$ cat config.mk
export PLATFORM = sky130hd
export DESIGN_NAME = regfile_wr_arbiter
export DESIGN_NICKNAME = d
export VERILOG_FILES = /design/src/rtl/rv32i_pkg.sv /design/src/rtl/wr_hold_reg.sv /design/src/rtl/regfile_wr_arbiter.sv
export SDC_FILE = /design/constraint.sdc
export NUM_CORES = 1
export LEC_CHECK = 0
export CORE_UTILIZATION = 40
export CTS_CLUSTER_SIZE = 20
export DETAILED_ROUTE_END_ITERATION = 8
export PLACE_DENSITY = 0.75
export SLEW_MARGIN = 20
export SYNTH_ARGS = -nofsm -noshare
export SYNTH_HDL_FRONTEND = slang
export SYNTH_SLANG_ARGS = --single-unit
$ cat constraint.sdc
create_clock -name WrClk -period 2.3 [get_ports WrClk]
set_clock_uncertainty 0.1 [all_clocks]
set_input_delay 0.46 -clock WrClk [delete_from_list [all_inputs] [get_ports WrClk]]
set_output_delay 0.46 -clock WrClk [all_outputs]
set_load 0.005 [all_outputs]
$ cat src/rtl/rv32i_pkg.sv
// Shared widths and arbiter state encoding for the register-file write path.
package rv32i_pkg;

    localparam int XLEN = 32;
    localparam int AW   = 5;
    localparam int NREG = 2**AW;

    typedef enum logic [0:0] {
        ST_CLEAR = 1'b0,
        ST_RUN   = 1'b1
    } arbState_t;

endpackage

$ cat src/rtl/wr_hold_reg.sv
// One-entry writeback holding register. A load in the same cycle as a free
// wins, so an issuing entry can be replaced without a bubble.
module wr_hold_reg #(
    parameter int XLEN = 32,
    parameter int AW   = 5
) (
    input  logic            clk,
    input  logic            rst_n,
    input  logic            load,
    input  logic            free,
    input  logic [AW-1:0]   ldRd,
    input  logic [XLEN-1:0] ldData,
    output logic            vld,
    output logic [AW-1:0]   rd,
    output logic [XLEN-1:0] data
);

    always_ff @(posedge clk or negedge rst_n) begin
        if (!rst_n) begin
            vld  <= 1'b0;
            rd   <= '0;
            data <= '0;
        end else if (load) begin
            vld  <= 1'b1;
            rd   <= ldRd;
            data <= ldData;
        end else if (free) begin
            vld  <= 1'b0;
        end
    end

endmodule

$ cat src/rtl/regfile_wr_arbiter.sv
// Owns the register-file write port: clears x1..x(2**AW-1) after reset, then
// round-robin arbitrates the ALU and load writeback requesters.
//
// state    | meaning
// ST_CLEAR | writing zero to x1..xN, one register per cycle, requesters held off
// ST_RUN   | arbitrating held writeback ops onto the write port
module regfile_wr_arbiter #(
    parameter int XLEN       = rv32i_pkg::XLEN,
    parameter int AW         = rv32i_pkg::AW,
    parameter bit CLR_ON_RST = 1'b1
) (
    input  logic              WrClk,
    input  logic              Rst_n,
    input  logic              wr0_vld,
    input  logic [AW-1:0]     wr0_rd,
    input  logic [XLEN-1:0]   wr0_data,
    output logic              wr0_rdy,
    input  logic              wr1_vld,
    input  logic [AW-1:0]     wr1_rd,
    input  logic [XLEN-1:0]   wr1_data,
    output logic              wr1_rdy,
    output logic              RegWr,
    output logic [AW-1:0]     Rw,
    output logic [XLEN-1:0]   busW,
    output logic [2**AW-1:0]  pend_mask,
    output logic              init_done
);

    import rv32i_pkg::*;

    localparam arbState_t ST_INIT = CLR_ON_RST ? ST_CLEAR : ST_RUN;

    arbState_t       state;
    arbState_t       stateNext;
    logic [AW-1:0]   clrIdx;
    logic            rrPtr;
    logic            isRun;

    logic            h0Vld;
    logic [AW-1:0]   h0Rd;
    logic [XLEN-1:0] h0Data;
    logic            h1Vld;
    logic [AW-1:0]   h1Rd;
    logic [XLEN-1:0] h1Data;

    logic            grant0;
    logic            grant1;
    logic            load0;
    logic            load1;

    assign isRun = (state == ST_RUN);

    always_ff @(posedge WrClk or negedge Rst_n) begin
        if (!Rst_n) begin
            state <= ST_INIT;
        end else begin
            state <= stateNext;
        end
    end

    always_comb begin
        stateNext = state;
        if (state == ST_CLEAR && clrIdx == '1) begin
            stateNext = ST_RUN;
        end
    end

    // rrPtr only matters when both holds are valid.
    always_comb begin
        grant0 = 1'b0;
        grant1 = 1'b0;
        if (isRun) begin
            grant0 = h0Vld && (!h1Vld || !rrPtr);
            grant1 = h1Vld && (!h0Vld ||  rrPtr);
        end
    end

    assign wr0_rdy = isRun && (!h0Vld || grant0);
    assign wr1_rdy = isRun && (!h1Vld || grant1);

    // Writes to x0 are accepted but never occupy a hold or a port cycle.
    assign load0 = wr0_vld && wr0_rdy && (wr0_rd != '0);
    assign load1 = wr1_vld && wr1_rdy && (wr1_rd != '0);

    wr_hold_reg #(.XLEN(XLEN), .AW(AW)) u_hold0 (
        .clk    (WrClk),
        .rst_n  (Rst_n),
        .load   (load0),
        .free   (grant0),
        .ldRd   (wr0_rd),
        .ldData (wr0_data),
        .vld    (h0Vld),
        .rd     (h0Rd),
        .data   (h0Data)
    );

    wr_hold_reg #(.XLEN(XLEN), .AW(AW)) u_hold1 (
        .clk    (WrClk),
        .rst_n  (Rst_n),
        .load   (load1),
        .free   (grant1),
        .ldRd   (wr1_rd),
        .ldData (wr1_data),
        .vld    (h1Vld),
        .rd     (h1Rd),
        .data   (h1Data)
    );

    always_ff @(posedge WrClk or negedge Rst_n) begin
        if (!Rst_n) begin
            RegWr     <= 1'b0;
            Rw        <= '0;
            busW      <= '0;
            clrIdx    <= {{(AW-1){1'b0}}, 1'b1};
            rrPtr     <= 1'b0;
            init_done <= 1'b0;
        end else begin
            init_done <= (stateNext == ST_RUN);
            if (state == ST_CLEAR) begin
                RegWr  <= 1'b1;
                Rw     <= clrIdx;
                busW   <= '0;
                clrIdx <= clrIdx + 1'b1;
            end else if (grant0) begin
                RegWr <= 1'b1;
                Rw    <= h0Rd;
                busW  <= h0Data;
                rrPtr <= 1'b1;
            end else if (grant1) begin
                RegWr <= 1'b1;
                Rw    <= h1Rd;
                busW  <= h1Data;
                rrPtr <= 1'b0;
            end else begin
                RegWr <= 1'b0;
            end
        end
    end

    // Covers ops sitting in a hold and the one on the port awaiting its write edge.
    always_comb begin
        pend_mask = '0;
        if (h0Vld) pend_mask[h0Rd] = 1'b1;
        if (h1Vld) pend_mask[h1Rd] = 1'b1;
        if (RegWr) pend_mask[Rw]   = 1'b1;
        pend_mask[0] = 1'b0;
    end

endmodule

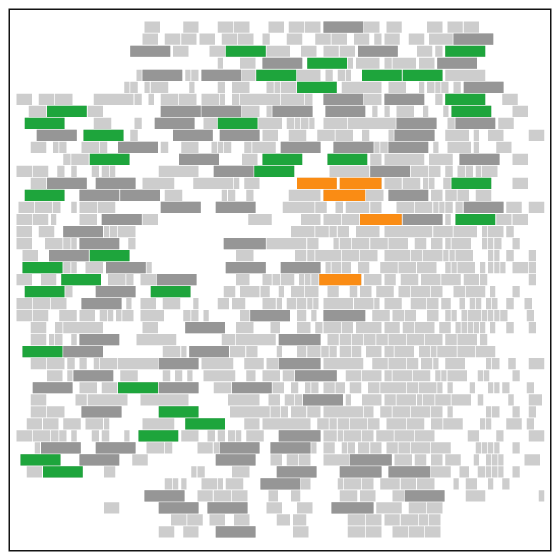
*Sequential cells colored by netlist name, run 1*
Other sequential cells in the stronger gray, the rest of the logic in the fainter gray.
`u_hold1.data`: shown in green, sequential cells 32, where widely spread. `u_hold1.rd`: shown in orange, sequential cells 5.
Another 84 sequential cells are not colored.
Sequential Power: 3.53 mW
Reg area: 3050 µm²
final core utilization: 0.648
fraction of area in registers: 0.336

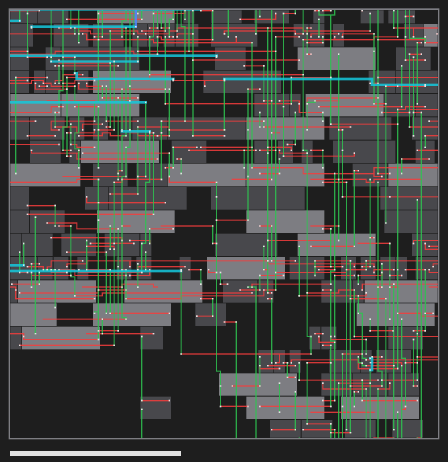
*Layout detail, run 1*
Scale bar: 20 µm. Region (6, 6) to (56, 56) µm. Cells in gray, sequential cells in the stronger gray; small squares are vias.
metal 4: shown in blue. metal 3: shown in cyan. metal 1: shown in red. metal 2: shown in green.
Most frequent: dfrtp_1 (26), clkdlybuf4s50_1 (23), mux2_2 (19). Sequential cells in the window: 26. Netlist names of flops here include `busW` (9), `u_hold0.data` (8), `u_hold1.data` (7). 133 logic cells have their middle in the window.

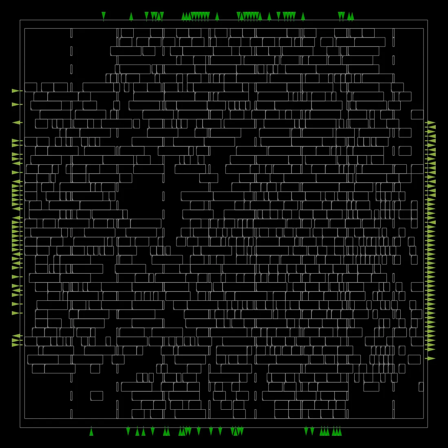
*Placed standard cells, run 1*
Fillers: 1,099
flop count: 121
Rows: 43

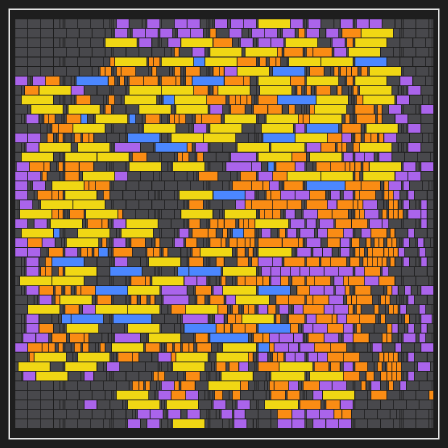
*Cells colored by class, run 1*
Fill, decap, tap and diode cells in gray.
clock drivers and dummy loads: shown in blue, cells 32. combinational and other logic: shown in orange, cells 402. flops: shown in yellow, cells 121. other buffers and delay cells: shown in purple, cells 249.
core outline area: 14,000 µm²
cell area after layout: 9070 µm²

## run 1: per-layer routing
metal | wire [µm] | GRT usage | up-vias
li1 | - | - | 2410
met1 | 7690 | 0.312 | 2559
met2 | 8990 | 0.410 | 262
met3 | 1340 | 0.0702 | 53
met4 | 552 | 0.0976 | 0
met5 | 0 | 0 | -
## run 1: synthesized netlist by cell type, types with 2 or more instances
cell type  number
a21o_1          2
a21oi_1        39
a222oi_1        2
a22oi_1        29
and2_1          3
and3_1          7
and3b_1         2
buf_1           2
buf_2           4
buf_6           6
clkbuf_1       20
dfrtp_1       120
ha_1            2
inv_1          13
mux2_2         56
mux2_4         18
nand2_1       101
nand3_1         3
nor2_1         40
nor2b_1         4
nor3_1         14
nor3b_1         7
o21ai_0        35
o22a_1          4
o22ai_1         4
xnor2_1         3
==> impl_metrics.env, run 1 <==
# flow metrics
export IMPL_status="finished with violations"
export IMPL_violations="setup timing"
export IMPL_edf_count=0
export IMPL_area_leaders="dfrtp_1 52%, mux2_2 11%, nand2_1 6.6%"
export IMPL_maxCapViolCount=0
export IMPL_vias=5284
export IMPL_nonClockBufferCount=249
export IMPL_rsz0062_at_grt="true"
export IMPL_synth_async_reset_ratio=1.00
export IMPL_top_regs="busW x32, u_hold0.data x32, u_hold1.data x32"
export IMPL_top_area_frac=0.519
export IMPL_cpPeakStageDelay_ns=0.43
export IMPL_numSynthFlops=121
export IMPL_setup_ws_ns=-0.109
export IMPL_relSlewSlack=0.625
export IMPL_syn_cell_area_um2=5780
export IMPL_r2r_end="u_hold1.data[19]"
export IMPL_post_cts_setup_buffer_count=44
export IMPL_crit_start="u_hold0.rd[2]"
export IMPL_rr_startpoint="u_hold1.vld"
export IMPL_min_delay_path_depth=1
export IMPL_crit_fanout=4
export IMPL_finalSetupViolCount=8
export IMPL_worst_pin_slew_ns=0.557
export IMPL_p_int_mw=7.36
export IMPL_cts_resized=153
export IMPL_powerComb_mw=4.91
export IMPL_die_w_um=122
export IMPL_yosysChipArea_um2=5780
export IMPL_port_buffers=149
export IMPL_cts_sinks=121
export IMPL_place_ws_ns=-0.188
export IMPL_synth_top_cell_by_area="dfrtp_1"
export IMPL_critPathArrivalTime_ns=1.85
export IMPL_clk_pin_slew_ns=0.06
export IMPL_stdcell_count=984
export IMPL_xor_area_frac=0.00455
export IMPL_period_used=1.05
export IMPL_n_antenna_cell=0
export IMPL_crit_path_end="pend_mask[14]"
export IMPL_crit_chain="inv_4 -> buf_4 -> nor3_2 -> buf_4 -> a22oi_2 -> nand2_1 -> buf_2"
export IMPL_yosysWarnings=0
export IMPL_wire_per_inst_um=18.9
export IMPL_cts_hold_buf=1
export IMPL_cts_buffers=17
export IMPL_dr_pass1_iters=5
export IMPL_dpl_cell_area_um2=7750
export IMPL_antenna_found_initial=0
export IMPL_first_iter_violations=403
export IMPL_layout_nets=871
export IMPL_dp_hpwl_um=11800
export IMPL_holdCritStartpoint="u_hold0.data[2]"
export IMPL_dp_cells=897
export IMPL_grt_max_degree=51
export IMPL_p_clk_mw=2.81
export IMPL_antenna_left=0
export IMPL_p_switching_mw=3.89
export IMPL_clk_latency_ns=0.41
export IMPL_tns_ns=-0.433
export IMPL_layout_min_cycle_time_ns=2.41
==> run 1 -> run 2 <==
==> constraint.sdc (replaced) <==
create_clock -name WrClk -period 2.3 [get_ports WrClk]
set_clock_uncertainty 0.1 [all_clocks]
set_input_delay 0.46 -clock WrClk [delete_from_list [all_inputs] [get_ports WrClk]]
set_output_delay 0.46 -clock WrClk [all_outputs]
set_load 0.02 [all_outputs]
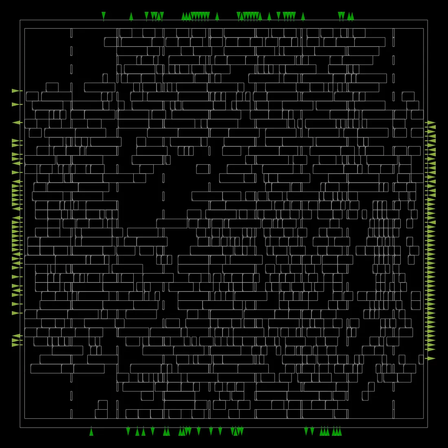
*Placed standard cells, run 2*
n_taps: 180
final core utilization: 0.609
fraction of area in registers: 0.357
Fillers: 1,145

==> run 2 against run 1 <==
  * The run still ends with setup timing left
  * Die area did not move
  * Largest power group unchanged
  * Global-route usage fell by 2.4 points
  * Setup slack improved by 0.086 ns
  * Wire length fell by 12%
  * Clock power fell by 5%
  * Non-clock buffer count fell by 39
==> impl_metrics.env, run 2 <==
# flow metrics
export IMPL_criticalPathCategory="flop to primary output"
export IMPL_synth_main_ff_cell="dfrtp_1"
export IMPL_synthTopLogicFamily="multiplexers"
export IMPL_yosysUniqueCellTypes=43
export IMPL_yosysMostFrequentCell="dfrtp_1"
export IMPL_combPwrFrac=0.439
export IMPL_maxPowerGroup="combinational logic"
export IMPL_critPathArrivalTime_ns=1.76
export IMPL_numSynthFlops=121
export IMPL_finalSetupViolCount=2
export IMPL_grt_max_degree=56
export IMPL_cp_slowest_cell="dfrtp_2"
export IMPL_synthAdderAreaFrac=0.00433
export IMPL_place_ws_ns=-0.188
export IMPL_grt_use_met2=0.366
export IMPL_cts_resized=135
export IMPL_ys_cells=557
export IMPL_grt_pass1_wl_um=25600
export IMPL_slew_violations=0
export IMPL_warnings=28
export IMPL_crit_chain="and3_4 -> a222oi_1 -> inv_1 -> buf_6"
export IMPL_seq_cells=121
export IMPL_cp_required_ns=1.74
export IMPL_dieArea_um2=14900
export IMPL_top_layer_used="met4"
export IMPL_sw_frac_of_total=0.369
export IMPL_start_kind="flop"
export IMPL_rsz0062_at_grt="true"
export IMPL_inverters=14
export IMPL_layout_nets=832
export IMPL_layout_top_cell="clkdlybuf4s50_1"
export IMPL_fp_nets=637
export IMPL_layout_min_cycle_time_ns=2.32
export IMPL_area_leaders="dfrtp_1 52%, mux2_2 11%, nand2_1 6.6%"
export IMPL_n_antenna_cell=0
export IMPL_root_buffer="clkbuf_16"
export IMPL_ys_seq_frac=0.524
export IMPL_vias=5012
export IMPL_p_seq_frac=0.320
export IMPL_wl_met1_um=6990
export IMPL_edf_count=0
export IMPL_initial_core_util=0.413
export IMPL_port_buffers=149
export IMPL_crit_fanout=10
export IMPL_peakVddDrop_mv=0.753
export IMPL_relSlewSlack=0.602
export IMPL_powerDensity_nw_per_um2=1300
export IMPL_hold_violations=0
export IMPL_endpoint_kind="primary output"
export IMPL_first_iter_violations=423
export IMPL_avgViaCountPerCell=5.31
export IMPL_cts_buffers=17
export IMPL_grtUsageTotal=0.226
export IMPL_cts_sinks=121
export IMPL_worst_pin_slew_ns=0.590
export IMPL_synthCells=557
export IMPL_synthMuxAreaShare=0.158
export IMPL_max_freq_ghz=0.430
export IMPL_dp_cells=903
export IMPL_nonClockBufferCount=210
export IMPL_drcViolationCount=0
export IMPL_wire_per_inst_um=17.3
export IMPL_top_area_frac=0.519
export IMPL_antenna_found_initial=0
export IMPL_hold_class="flop to flop"
export IMPL_comb_cells=388
export IMPL_ys_sh_simple=0.142
export IMPL_h_tree_depth=4
export IMPL_synth_top_cell_by_area="dfrtp_1"
export IMPL_yosysChipArea_um2=5780
export IMPL_dp_hpwl_um=11600
export IMPL_ys_sh_aoi=0.126
export IMPL_cts_tree="yes"
export IMPL_top_regs="busW x32, u_hold0.data x32, u_hold1.data x32"
export IMPL_leakage_nw=3.81
export IMPL_p_switching_mw=4.09
export IMPL_synth_async_reset_ratio=1.00
export IMPL_setup_ws_ns=-0.0233
export IMPL_dr_pass1_iters=5
export IMPL_antenna_left=0
export IMPL_nClkBuffers=19
export IMPL_area_growth_synth_to_final_pct=47.3
export IMPL_syn_area_per_cell_um2=10.4
export IMPL_power_total_mw=11.1
export IMPL_nonClkBufAreaFrac=0.225
export IMPL_busiest_layer="met2"
export IMPL_stdcell_count=944
export IMPL_p_int_mw=6.99
export IMPL_yosysWarnings=0
export IMPL_p_clk_mw=2.67
export IMPL_status="finished with violations"
export IMPL_largest_cell_class="flip-flops and latches"
export IMPL_comb_area_um2=2670
export IMPL_xor_area_frac=0.00455
export IMPL_comb_area_frac=0.314
export IMPL_met3_usage=0.0669
export IMPL_post_cts_setup_buffer_count=3
export IMPL_die_h_um=122
export IMPL_routabilityCongestion=0.888
export IMPL_clk_pin_slew_ns=0.05
export IMPL_final_cell_mix="115 x clkdlybuf4s50_1, 109 x dfrtp_1, 100 x nand2_1"
export IMPL_syn_cell_area_um2=5780
export IMPL_core_area_um2=14000
export IMPL_clk_share=0.0708
export IMPL_powerComb_mw=4.86
export IMPL_num_rows=43
export IMPL_critPathTopFamily="flip-flops"
export IMPL_netlist_top_cells_count="120 x dfrtp_1, 101 x nand2_1, 56 x mux2_2"
export IMPL_violations="setup timing"
export IMPL_critPathBufInv=2
export IMPL_drive_above_1_share=0.325
export IMPL_cpPeakStageDelay_ns=0.48
export IMPL_overflow=0
export IMPL_gr_usage_met1=0.294
export IMPL_grt_pass1_vias=4863
export IMPL_period_used=1.01
export IMPL_met2_length_um=7920
export IMPL_maxCapViolCount=0
export IMPL_wl_met3_um=1270
export IMPL_clk_latency_ns=0.41
export IMPL_wl_um=16400
export IMPL_cts_buffer_depth=2
export IMPL_die_w_um=122
export IMPL_clockPowerShare=0.241
export IMPL_pin_count=151
export IMPL_cts_hold_buf=1
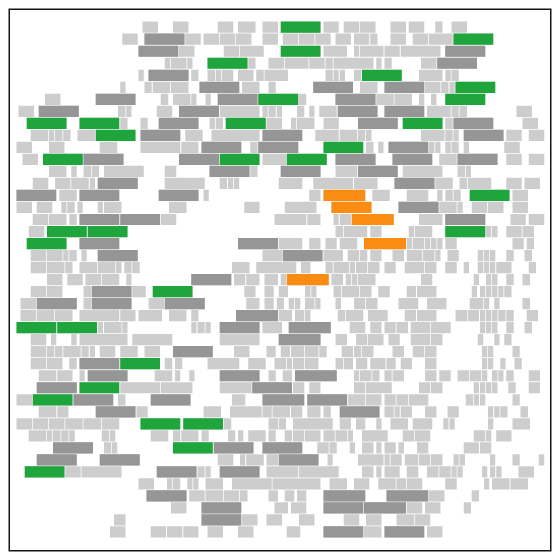
*Sequential cells colored by netlist name, run 2*
Other sequential cells in the stronger gray, the rest of the logic in the fainter gray.
`u_hold1.rd`: shown in orange, sequential cells 5. `u_hold1.data`: shown in green, sequential cells 32, where widely spread.
Another 84 sequential cells are not colored.
Sequential Power: 3.55 mW
Reg area: 3040 µm²

## run 2: path summary, 6_finish.rpt
kind	start	to	slack, ns	depth (start not counted)
max in group asynchronous	Rst_n	busW[23]	0.91	3
worst max register to register	u_hold1.vld	u_hold1.data[19]	0.36	6
worst min register to register	clrIdx[0]	clrIdx[0]	0.40	1
min in group asynchronous	Rst_n	busW[26]	0.44	2
worst min-delay path	clrIdx[0]	clrIdx[0]	0.40	1
worst max-delay path	u_hold1.rd[3]	pend_mask[27]	-0.02	4
## run 2: per-stage QoR
stage	TNS, ns	instance area (µm²)	utilization	hold slack (ns)
global placement	-9.69	7790	0.557	0.331
global route	-0.482	8520	0.609	0.410
CTS	-0.116	8390	0.600	0.402
floorplan	0	5780	-	0.0644
detailed placement	-9.46	7790	0.557	0.336
finish	-0.0442	8520	0.609	0.398
Power is estimated from default activity; no workload was simulated.
